--- src/rtl/collision_event_handler_pkg.sv ---
// Shared game types and default constants for the collision event handler.
package game_pkg;

  typedef enum logic [1:0] {
    IDLE      = 2'd0,
    PLAY      = 2'd1,
    COOLDOWN  = 2'd2,
    GAME_OVER = 2'd3
  } game_state_t;

  localparam int LIVES_INIT_D      = 3;
  localparam int HART_POINTS_D     = 5;
  localparam int SCORE_W_D         = 8;
  localparam int COOLDOWN_FRAMES_D = 60;
  localparam int BLINK_FRAMES_D    = 4;

endpackage

--- src/rtl/collision_event_handler_frame_down_counter.sv ---
// Loadable down-counter stepped by startOfFrame; done fires on the tick that reaches 0.
module frame_down_counter #(
  parameter int WIDTH = 8
) (
  input  logic             clk,
  input  logic             resetN,
  input  logic             load,
  input  logic [WIDTH-1:0] load_value,
  input  logic             tick,
  output logic             done
);

  logic [WIDTH-1:0] count;

  // NOTE: sequential state uses non-blocking assignments so every flop samples pre-edge values.
  always_ff @(posedge clk or negedge resetN) begin
    if (!resetN) begin
      count <= '0;
    end else if (load) begin
      count <= load_value;
    end else if (tick && (count != '0)) begin
      count <= count - 1'b1;
    end
  end

  // Combinational so the owner can act in the same edge the count hits zero.
  assign done = tick && (count == WIDTH'(1));

endmodule

--- src/rtl/collision_event_handler.sv ---
// Collision event handler: score, lives, cooldown and game state per qualified hit pulse.
// Optional macro COOLDOWN_BLINK_EN enables smiley blinking during cooldown.
module collision_event_handler
  import game_pkg::*;
#(
  parameter int LIVES_INIT      = LIVES_INIT_D,
  parameter int HART_POINTS     = HART_POINTS_D,
  parameter int SCORE_W         = SCORE_W_D,
  parameter int COOLDOWN_FRAMES = COOLDOWN_FRAMES_D,
  parameter int BLINK_FRAMES    = BLINK_FRAMES_D
) (
  input  logic               clk,
  input  logic               resetN,
  input  logic               startOfFrame,
  input  logic               SingleHitPulse,
  input  logic               hit_is_hart,
  input  logic               hit_is_number,
  input  logic               start_key,
  output logic [SCORE_W-1:0] score,
  output logic [2:0]         lives,
  output logic [1:0]         game_state,
  output logic               hart_taken,
  output logic               life_lost,
  output logic               smiley_visible
);

  localparam int CNT_W = $clog2(COOLDOWN_FRAMES + 1);

  game_state_t      state;
  logic             start_q;
  logic             start_pulse;
  logic             hit_hart;
  logic             hit_num;
  logic             in_play;
  logic             in_cool;
  logic             cool_load;
  logic             cool_done;
  logic [SCORE_W:0] score_sum;
  logic [SCORE_W-1:0] score_next;
  logic [2:0]       lives_dec;

  assign start_pulse = start_key && !start_q;
  assign hit_hart    = SingleHitPulse && hit_is_hart;
  assign hit_num     = SingleHitPulse && !hit_is_hart && hit_is_number;
  assign in_play     = (state == PLAY);
  assign in_cool     = (state == COOLDOWN);
  assign lives_dec   = lives - 3'd1;
  assign cool_load   = in_play && hit_num && (lives_dec != 3'd0);

  // One extra bit catches the carry so the score clamps instead of wrapping.
  assign score_sum  = {1'b0, score} + (SCORE_W + 1)'(HART_POINTS);
  assign score_next = score_sum[SCORE_W] ? {SCORE_W{1'b1}} : score_sum[SCORE_W-1:0];

  assign game_state = state;

  frame_down_counter #(.WIDTH(CNT_W)) u_cooldown (
    .clk        (clk),
    .resetN     (resetN),
    .load       (cool_load),
    .load_value (CNT_W'(COOLDOWN_FRAMES)),
    .tick       (startOfFrame && in_cool),
    .done       (cool_done)
  );

  always_ff @(posedge clk or negedge resetN) begin
    if (!resetN) begin
      state      <= IDLE;
      score      <= '0;
      lives      <= 3'd0;
      hart_taken <= 1'b0;
      life_lost  <= 1'b0;
      start_q    <= 1'b0;
    end else begin
      start_q    <= start_key;
      hart_taken <= 1'b0;
      life_lost  <= 1'b0;
      case (state)
        IDLE, GAME_OVER: begin
          if (start_pulse) begin
            score <= '0;
            lives <= 3'(LIVES_INIT);
            state <= PLAY;
          end
        end
        PLAY: begin
          if (hit_hart) begin
            score      <= score_next;
            hart_taken <= 1'b1;
          end else if (hit_num) begin
            life_lost <= 1'b1;
            lives     <= lives_dec;
            state     <= (lives_dec == 3'd0) ? GAME_OVER : COOLDOWN;
          end
        end
        COOLDOWN: begin
          if (hit_hart) begin
            score      <= score_next;
            hart_taken <= 1'b1;
          end
          if (cool_done) state <= PLAY;
        end
        default: state <= IDLE;
      endcase
    end
  end

`ifdef COOLDOWN_BLINK_EN
  localparam int BLINK_W = $clog2(BLINK_FRAMES + 1);

  logic blink_done;

  // Reloading on its own done makes the blink counter free-run with period BLINK_FRAMES.
  frame_down_counter #(.WIDTH(BLINK_W)) u_blink (
    .clk        (clk),
    .resetN     (resetN),
    .load       (cool_load || blink_done),
    .load_value (BLINK_W'(BLINK_FRAMES)),
    .tick       (startOfFrame && in_cool),
    .done       (blink_done)
  );

  always_ff @(posedge clk or negedge resetN) begin
    if (!resetN) begin
      smiley_visible <= 1'b1;
    end else if (cool_load) begin
      smiley_visible <= 1'b0;
    end else if (cool_done) begin
      smiley_visible <= 1'b1;
    end else if (blink_done) begin
      smiley_visible <= !smiley_visible;
    end
  end
`else
  assign smiley_visible = 1'b1;
`endif

endmodule
--- config.mk ---
export PLATFORM = sky130hd
export DESIGN_NAME = collision_event_handler
export DESIGN_NICKNAME = d
export VERILOG_FILES = /design/src/rtl/collision_event_handler_pkg.sv /design/src/rtl/collision_event_handler_frame_down_counter.sv /design/src/rtl/collision_event_handler.sv
export SDC_FILE = /design/constraint.sdc
export NUM_CORES = 1
export LEC_CHECK = 0
export CORE_AREA = 5 5 64 66
export DETAILED_ROUTE_END_ITERATION = 10
export DIE_AREA = 0 0 69 71
export SLEW_MARGIN = 30
export SYNTH_ARGS = -nofsm -noshare
export SYNTH_HDL_FRONTEND = slang
export SYNTH_SLANG_ARGS = --single-unit
--- constraint.sdc ---
create_clock -name clk -period 1.9 [get_ports clk]
set_input_delay 0.38 -clock clk [delete_from_list [all_inputs] [get_ports clk]]
set_output_delay 0.38 -clock clk [all_outputs]
set_load 0.005 [all_outputs]
==> run_1/gates.png <==
Scale bar: 20 um.
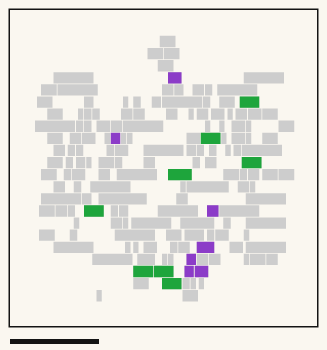
[fa/ha/maj cells] green | cells: 8
[and/or cells] purple | cells: 7

==> run_1/ff_map.png <==
Scale bar: 20 um.
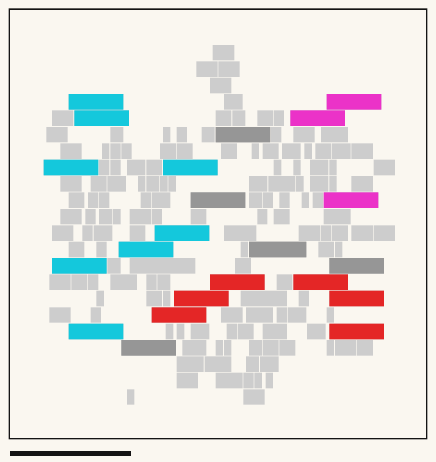
[lives] magenta | sequential cells: 3
[score] cyan | sequential cells: 8
[u_cooldown.count] red | sequential cells: 6

==> run_1/closeup.png <==
Scale bar: 5 um. Window x 24 to 44, y 40 to 60 um. Cells in grey, sequential cells in the stronger grey; small squares are vias.
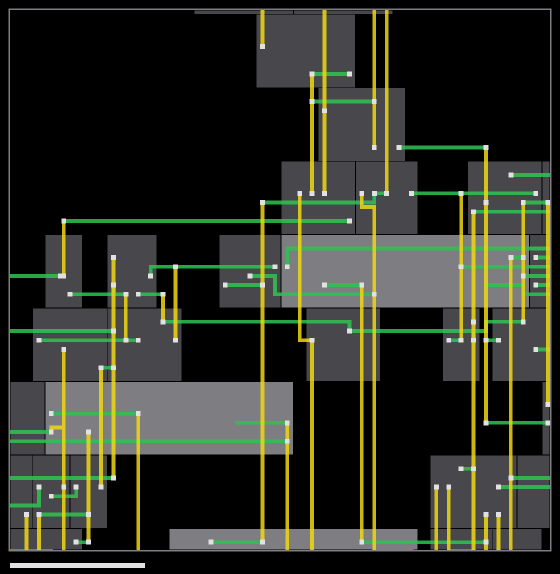
[M2] yellow
[M1] green
netlist names of flops here include: game_state (1), score (1)
most frequent: nand2_1 (3), buf_4 (3), dfrtp_1 (2)
sequential cells in the window: 2
cells with their middle in the window: 18

==> impl_metrics.ini, run 1 <==
; generated from flow reports
[global_route]
grt_pass1_vias = 1109
grt_max_degree = 23
gr-total-overflow = 0
antenna_found_initial = 0

[worst_setup_path]
crit_chain = inv_1, ha_2, nand2_1, or3_1, or4_1, nand3_1
r2r_slack_ns = 0.15
crit_required_ns = 2.16
cp_top_family = simple AND/OR/NAND/NOR gates
worst-path-buf-inv = 1

[cells_and_area]
final_cells = 208
syn_to_final_growth_pct = 28.5
stdcell_area_um2 = 1640
drive_gt1_frac = 0.113
fin_nets = 176

[clocking]
clkTransAtPathRegs_ns = 0.13
cts_tree = yes
max-clock-path-buffers = 2
htreeDepth = 1
cts_sinks = 22
insertion_delay_ns = 0.31
cts_buffers = 3

[yosys]
yosysCellCount = 131
ys_top_logic_family = AND-OR/OR-AND gates
yosysWarnings = 0
synth-simple-area-share = 0.146
ys_sh_xor = 0.0275
synth_flops = 22
ys_types = 42
syn_area_um2 = 1270
syn-num-nets = 146
synthCells = 131
synth-compound-area-share = 0.251
mux_share = 0.0167
synthArstFlopShare = 1.00

[floorplanning]
dieHeight_um = 71
io_pins = 23
initial_core_util = 0.362
rows = 22

[detailed_routing]
routed_wl_mm = 2.72
drt-initial-drc-count = 54
vias_per_cell = 5.27
detail-route-antenna-nets = 0
firstDrtPassIters = 4
route.detailed.drc = 0
vias = 1097

[timing]
worst_slack_ns = 0.146
period_minus_slack_ns = 1.75
hold_viol = 0
finalSetupViolCount = 0
whs_ns = 0.393
setup_tns_ns = 0
rsz0062_at_grt = no
skew_ns = 0.0128

[placement]
io_buffers = 21
dp_hpwl_mm = 2.08

[power]
p_per_area_nw_per_um2 = 1240
ir_worst_vdd_v = 0.000661

[flow_run]
max_cap_viol_count = 0

[run_status]
outcome = completed
## run 1: registers in the layout, indices dropped and copies added, names as in the netlist
| name | count |
|---|---|
| life_lost | 1 |
| score | 8 |
| u_cooldown.count | 6 |
| start_q | 1 |
| lives | 3 |
| hart_taken | 1 |
| game_state | 2 |
## run 1: how the worst max path moves through the flow
stage	start	to	depth (start not counted)
after floorplan	game_state[0]$_DFFE_PN0P_	score[3]$_DFFE_PN0P_	8
after global placement	startOfFrame	u_cooldown.count[5]$_DFFE_PN0P_	5
after detailed placement	startOfFrame	u_cooldown.count[5]$_DFFE_PN0P_	5
after CTS	game_state[0]$_DFFE_PN0P_	u_cooldown.count[5]$_DFFE_PN0P_	6
after global routing	game_state[0]$_DFFE_PN0P_	score[5]$_DFFE_PN0P_	7
final	game_state[0]$_DFFE_PN0P_	u_cooldown.count[5]$_DFFE_PN0P_	6
## run 1: cell families after synthesis
kind of cell	after synthesis
buffers and inverters	14
multiplexers	2
AND-OR/OR-AND	46
adder cells (fa/ha/maj)	8
flip-flops	22
AND/OR/NAND/NOR	34
other	1
XOR/XNOR	4
## run 1: worst reg2reg max path: stages (launching register included)
cell and delay [ns]:
dfrtp_2 0.46, inv_1 0.07, ha_2 0.22, nand2_1 0.11, or3_1 0.34, or4_1 0.41, nand3_1 0.09
## run 1: layout make-up
class / instances / area, um^2
Clock buffer: 3 / 22.5
Clock inverter: 1 / 30.0
Fill cell: 371 / 1890
Inverter: 11 / 41.3
Multi-Input combinational cell: 95 / 669
Sequential cell: 22 / 552
Tap cell: 48 / 60.1
Timing Repair Buffer: 28 / 263
## run 1: Yosys cell counts, drive strengths merged, types with 4 or more instances
cell	n	area, um^2
dfrtp	22	551
a21oi	12	60.1
nand2	12	45.0
inv	11	41.3
ha	8	100
o21ai	8	40.0
a21o	5	37.5
nand3	4	20.0
or3	4	30.0
xnor2	4	35.0
## run 1: routing by layer
| layer | vias to the layer above | track usage | part of all wire |
|---|---|---|---|
| met3 | 8 | 0.0426 | 0.049 |
| met4 | 0 | 0.0304 | 0.014 |
| li1 | 529 | - | - |
| met5 | - | 0 | 0 |
| met2 | 38 | 0.200 | 0.47 |
| met1 | 522 | 0.135 | 0.47 |
## run 1: timing repair
action                                  CTS  global route
endpoints found under the setup margin    0             2
gates resized                             0             2
hold buffers                              0             0
setup buffers                             0             0
## run 1: power by group
group	leakage, nW	switching, mW	internal, mW
clock network	0.0279	0.146	0.213
logic	0.418	0.410	0.472
registers	0.265	0.188	0.607
## run 1: placed cells by master (no fill, tap or decap), types with 2 or more instances in the layout
| cell type | n |
|---|---|
| dfrtp_1 | 21 |
| clkdlybuf4s50_1 | 21 |
| nand2_1 | 12 |
| a21oi_1 | 12 |
| inv_1 | 11 |
| o21ai_0 | 7 |
| ha_1 | 7 |
| buf_4 | 7 |
| a21o_1 | 5 |
| xnor2_1 | 4 |
| nand3_1 | 4 |
| or3_1 | 3 |
| a211oi_1 | 3 |
| nor2_1 | 3 |
| a22o_1 | 3 |
| clkbuf_4 | 3 |
| o2bb2ai_1 | 2 |
| a31oi_1 | 2 |
| nor2b_1 | 2 |
| o21a_1 | 2 |
| nor3_1 | 2 |
--- run 2 (diff from run 1) ---
Settings changed: ABC_CLOCK_PERIOD_IN_PS set to 1900, TNS_END_PERCENT set to 5.
==> run_2/closeup.png <==
Scale bar: 5 um. Window x 24 to 44, y 40 to 60 um. Cells in grey, sequential cells in the stronger grey; small squares are vias.
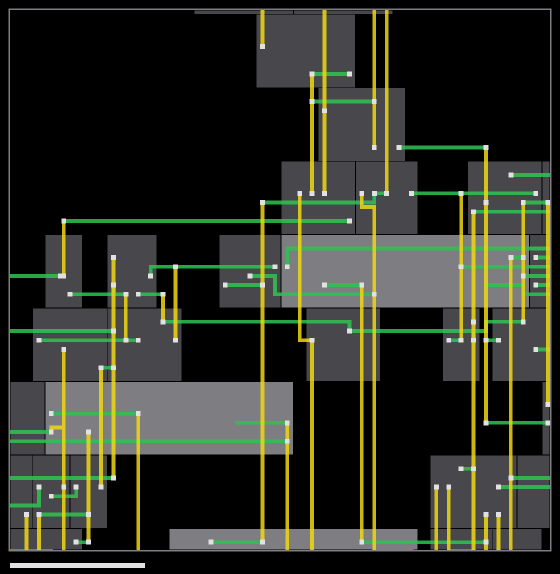
[M2] yellow
[M1] green
cells with their middle in the window: 18
netlist names of flops here include: game_state (1), score (1)
most frequent: nand2_1 (3), buf_4 (3), dfrtp_1 (2)
sequential cells in the window: 2

==> run_2/congestion_map.png <==
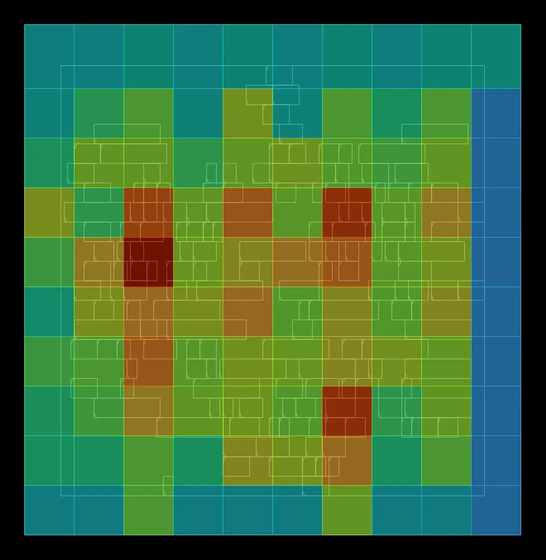
routing usage on met1: 0.135
grt peak-use layer: met2
fin util: 0.465

==> impl_metrics.ini, run 2 <==
; generated from flow reports
[cells_and_area]
largest_register_ffs = 8
final_cell_mix = dfrtp_1 (21), clkdlybuf4s50_1 (21), nand2_1 (12), a21oi_1 (12), inv_1 (11)
regMostFlops = score
syn_to_final_growth_pct = 28.5
mi_logic_area_um2 = 669
top_regs = score x8, u_cooldown.count x6, lives x3
fin_nets = 176

[detailed_routing]
vias_per_cell = 5.27
vias = 1097
drt-initial-drc-count = 54
route.detailed.drc = 0
routed_wl_mm = 2.72

[floorplanning]
dieHeight_um = 71
initial_core_util = 0.362
io_pins = 23

[worst_setup_path]
crit_chain = inv_1, ha_2, nand2_1, or3_1, or4_1, nand3_1
worst-path-buf-inv = 1
cp_top_family = simple AND/OR/NAND/NOR gates

[global_route]
antenna_found_initial = 0
grt_max_degree = 23

[placement]
io_buffers = 21
dp_hpwl_mm = 2.08

[clocking]
holdBufCountCts = 0
clkTransAtPathRegs_ns = 0.13
htreeDepth = 1
max-clock-path-buffers = 2
cts_tree = yes
cts_buffers = 3

[timing]
setup_tns_ns = 0
worst_slack_ns = 0.146
finalSetupViolCount = 0

[power]
p_per_area_nw_per_um2 = 1240

[yosys]
synthTopCellsByCount = dfrtp_1 (22), a21oi_1 (12), nand2_1 (12), inv_1 (11), ha_1 (8)
synthArstFlopShare = 1.00
post-synth-top-count-cell = dfrtp_1
ys_types = 42
top_area_frac = 0.432

[run_status]
outcome = completed

[flow_run]
max_cap_viol_count = 0
==> run_2/layers.png <==
Scale bar: 20 um.
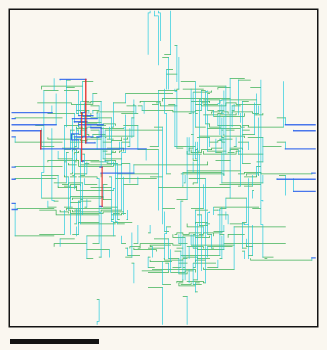
[M1] green | wire length: 1270 um
[M3] blue | wire length: 134 um
[M2] cyan | wire length: 1270 um
[M4] red | wire length: 38.1 um

-- run 2: cell counts after synthesis --
No cell type changed its count.
-- run 2: cell families after synthesis --
group | after synthesis | share of synthesized area
XOR/XNOR | 4 | 0.0275
adder cells (fa/ha/maj) | 8 | 0.0785
AND-OR/OR-AND | 46 | 0.251
AND/OR/NAND/NOR | 34 | 0.146
buffers and inverters | 14 | 0.0451
flip-flops | 22 | 0.432
multiplexers | 2 | 0.0167
other | 1 | 0.00294
-- run 2: through the flow --
step / std cells / power, mW / hold slack (ns)
floorplan: 131 / 1.29 / 0.0844
global placement: 204 / 1.65 / 0.538
detailed placement: 204 / 1.68 / 0.552
CTS: 208 / 2.06 / 0.386
global route: 208 / 2.21 / 0.394
finish: 208 / 2.04 / 0.393
-- run 2: what timing repair did --
action	in CTS	in global routing
gates resized	0	2
setup endpoints to repair	0	2
setup buffers	0	0
-- run 2: layout make-up --
class,instances,share of cell area
Clock buffer,3,0.0138
Clock inverter,1,0.0183
Inverter,11,0.0252
Multi-Input combinational cell,95,0.409
Sequential cell,22,0.337
Tap cell,48,0.0367
Timing Repair Buffer,28,0.160
-- run 2: where the power goes --
group          switching, mW  total (mW)  leakage [nW]  internal [mW]
combinational          0.410       0.882         0.418          0.472
sequential             0.188       0.795         0.265          0.607
clock                  0.146       0.359        0.0279          0.213
-- run 2: final timing paths --
kind                                           start                               to  cells past startpoint
setup / recovery           game_state[0]$_DFFE_PN0P_  u_cooldown.count[5]$_DFFE_PN0P_                      6
hold / removal                                resetN  u_cooldown.count[4]$_DFFE_PN0P_                      2
min in group clk                           start_key                start_q$_DFF_PN0_                      1
setup reg to reg           game_state[0]$_DFFE_PN0P_  u_cooldown.count[5]$_DFFE_PN0P_                      6
max in group asynchronous                     resetN             score[6]$_DFFE_PN0P_                      2
hold reg to reg                 score[7]$_DFFE_PN0P_             score[7]$_DFFE_PN0P_                      1
-- run 2: routing by layer --
metal,part of all wire,GRT usage
met1,0.47,0.135
met2,0.47,0.200
met3,0.049,0.0426
met4,0.014,0.0304
met5,0,0
==> run_2/ff_map.png <==
Scale bar: 20 um.
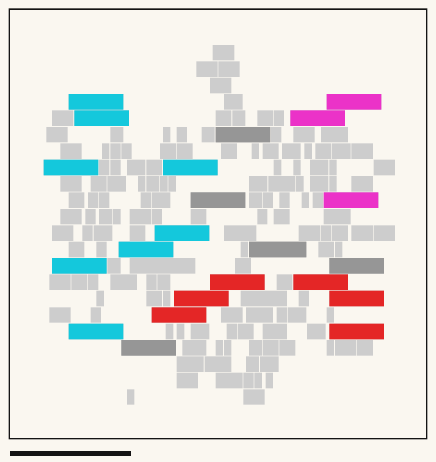

--- run 3 (diff from run 2) ---
Settings changed: CORE_AREA 5 5 64 66 to 5 5 65 67, DIE_AREA 0 0 69 71 to 0 0 70 72, DONT_BUFFER_PORTS set to 1, SYNTH_HIERARCHICAL set to 1.
==> run_3/ff_map.png <==
Scale bar: 20 um.
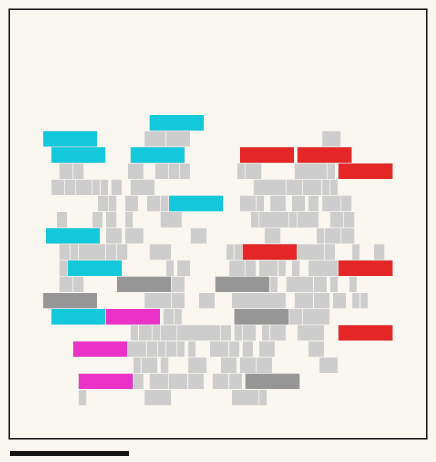
[score] cyan | sequential cells: 8
[lives] magenta | sequential cells: 3
[u_cooldown/count] red | sequential cells: 6 | where: right middle

==> run_3/gates.png <==
Scale bar: 20 um.
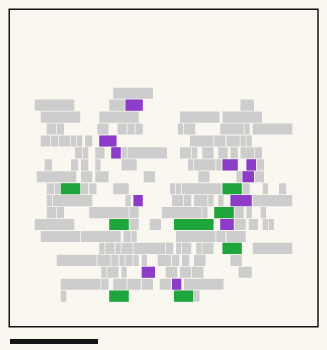
[fa/ha/maj cells] green | cells: 8
[and/or cells] purple | cells: 11

==> impl_metrics.ini, run 3 <==
; generated from flow reports
[cells_and_area]
regMostFlops = score
n_antenna_cell = 0
fin_nets = 175
drive_gt1_frac = 0.189
top_regs = score x8, u_cooldown/count x6, lives x3
final_cell_mix = dfrtp_1 (22), a21oi_1 (17), nor2_1 (13)
finish.utilization = 0.430
syn_to_final_growth_pct = 16.7
largest_register_ffs = 8

[global_route]
grt_pass1_vias = 1048
grt_max_degree = 23
gr-total-overflow = 0
antenna_found_initial = 0
grt-busiest-layer = met2
track_usage = 0.120
use_met1 = 0.137
grtUsageMet3 = 0.0457
grt_use_met2 = 0.219

[yosys]
yosysChipArea_um2 = 1320
syn_area_um2 = 1320
synth_top_cell_by_area = dfrtp_1
synthTopCellsByCount = dfrtp_1 (22), a21oi_1 (18), nor2_1 (13), inv_1 (11), ha_1 (8)
synthArstFlopShare = 1.00
top_area_frac = 0.417
avgSynthCellArea_um2 = 9.35
flop_cell = dfrtp_1
synth_flops = 22
yosysWarnings = 6
edf_count = 0
synthTopCellsByArea = dfrtp_1 (42%), ha_1 (7.6%), a21oi_1 (6.8%), nor2_1 (3.7%), inv_1 (3.1%)
post-synth-top-count-cell = dfrtp_1
ys_types = 47

[floorplanning]
dieHeight_um = 72
rows = 22
io_pins = 23
initial_core_util = 0.369

[detailed_routing]
wl_per_cell_um = 13.9
detail-route-antenna-nets = 0
drt-initial-drc-count = 78
route.detailed.drc = 0
vias = 1072
routed_wl_mm = 2.88
firstDrtPassIters = 4
vias_per_cell = 5.18

[timing]
max_freq_mhz = 532
worst_slew_pin_slew_ns = 0.723
rsz0062_at_grt = yes
finalSetupViolCount = 0
worst_slack_ns = 0.0206
skew_ns = 0.00948
whs_ns = 0.00991
period_minus_slack_ns = 1.88
min_period_over_period = 0.989

[worst_setup_path]
cp-end-kind = flop
slowest_stage = or4b_4
slowest_delay_ns = 0.47
worstSetupPathType = flop to flop
rr_worst_depth = 9
crit_chain = inv_2, ha_4, and2_4, or4b_4, nor3b_2, nor2b_1, a21oi_2, o22ai_1, a21oi_1
crit_arrival_ns = 2.13
r2r_slack_ns = 0.02
r2r-start = game_state[0]$_DFFE_PN0P_
worstReg2RegEnd = game_state[0]$_DFFE_PN0P_

[clocking]
cts_buffers = 3
cts_sinks = 22
insertion_delay_ns = 0.31
clkTransAtPathRegs_ns = 0.13
max-clock-path-buffers = 2
cts_tree = yes
htreeDepth = 1
root_buffer = clkbuf_4

[placement]
finalWeightedCongestion = 0.854
dp_hpwl_mm = 2.18
io_buffers = 0

[power]
p_per_area_nw_per_um2 = 1320
power_mw = 2.04
p_leak_nw = 0.668

[run_status]
outcome = completed

[flow_run]
max_cap_viol_count = 0
tool_warnings = 31
==> run_3/closeup.png <==
Scale bar: 5 um. Window x 25 to 45, y 40 to 60 um. Cells in grey, sequential cells in the stronger grey; small squares are vias.
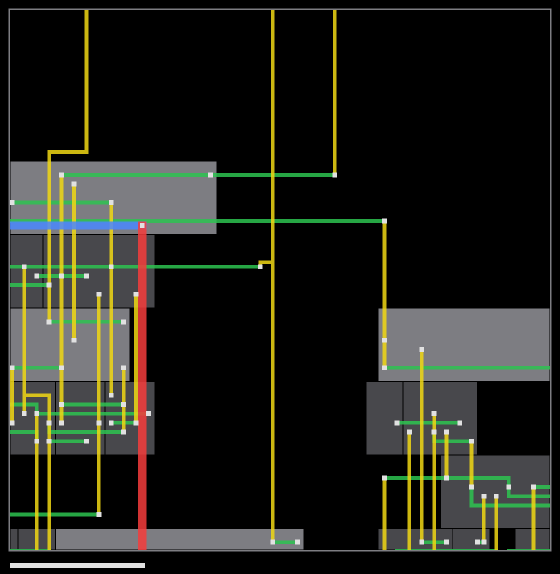
[M4] red
[M1] green
[M3] blue
[M2] yellow
cells with their middle in the window: 9
most frequent: dfrtp_1 (2)
sequential cells in the window: 2
netlist names of flops here include: score (1), u_cooldown/count (1)

==> run 3: cell count changes in the layout (fill, tap and decap cells not counted), moves of 4 or more <==
cell and delta:
o21ai_0 -4, a21o_1 -5, nor2_1 +10, nand2_1 -5
buf_4 +4, nand3_1 -4, a21oi_1 +5, conb_1 +6
clkdlybuf4s50_1 -21, a31oi_1 +4
==> run 3: metal layers <==
metal,wire length [um],vias to the layer above
met5,0,-
met4,18,0
met3,185,2
met2,1500,18
met1,1180,511
li1,-,541
==> run 3: cell families (layout without fill, tap and decap cells) <==
| kind of cell | Yosys count | after routing | share of synthesized area |
|---|---|---|---|
| buffers and inverters | 14 | 27 | 0.0436 |
| AOI/OAI and AO/OA | 43 | 43 | 0.210 |
| other | 2 | 7 | 0.00569 |
| adders and majority gates | 8 | 8 | 0.0759 |
| and+or+nand+nor | 50 | 50 | 0.233 |
| xor gates and xnor gates | 1 | 1 | 0.00664 |
| muxes | 1 | 1 | 0.00759 |
| DFF | 22 | 22 | 0.417 |
==> run 3: timing repair <==
action,4_1_cts,5_1_grt
pin swaps,3,1
endpoints found under the setup margin,2,3
buffers inserted,1,0
endpoints found under the hold margin,22,0
gates resized,4,2
hold buffers,1,0
==> run 3: how the worst max path moves through the flow <==
stage	from	to	slack, ns	cells after the start
finish	game_state[0]$_DFFE_PN0P_	game_state[0]$_DFFE_PN0P_	0.02	9
global route	game_state[0]$_DFFE_PN0P_	game_state[1]$_DFFE_PN0P_	-0.1	9
CTS	game_state[0]$_DFFE_PN0P_	game_state[1]$_DFFE_PN0P_	0.0005	9
detailed placement	game_state[0]$_DFFE_PN0P_	game_state[1]$_DFFE_PN0P_	-0.02	9
global placement	game_state[0]$_DFFE_PN0P_	game_state[0]$_DFFE_PN0P_	0.04	9
floorplan	game_state[0]$_DFFE_PN0P_	game_state[0]$_DFFE_PN0P_	0.005	9
==> run 3: cell type report <==
| cell class | instances | area [um^2] |
|---|---|---|
| multi-input cells | 110 | 763 |
| well taps | 48 | 60.1 |
| fillers | 366 | 2040 |
| flip-flops and latches | 22 | 551 |
| inverters | 11 | 41.3 |
| clock buffers | 4 | 36.3 |
| repair buffers | 12 | 87.6 |
==> run 3: through the flow <==
step / area (um^2) / cells / TNS (ns)
floorplan: 1350 / 146 / 0
global placement: 1470 / 201 / 0
detailed placement: 1470 / 201 / -0.0411
CTS: 1540 / 207 / 0
global route: 1540 / 207 / -0.195
finish: 1540 / 207 / 0
==> run 3: worst max-delay path: cells and delay by family, from the launching register on <==
kind	cells	cell delay, ns
flops	1	0.41
simple gates	4	0.84
buf+inv	1	0.08
compound gates	3	0.38
fa+ha+maj	1	0.12
==> run 3: power breakdown <==
group / switching [mW] / internal, mW / total (mW) / leakage (nW)
clock network: 0.150 / 0.117 / 0.267 / 0.0210
registers: 0.214 / 0.644 / 0.858 / 0.266
logic: 0.490 / 0.422 / 0.912 / 0.381
Power figures rest on the tool's default switching activity, not on a simulated workload.
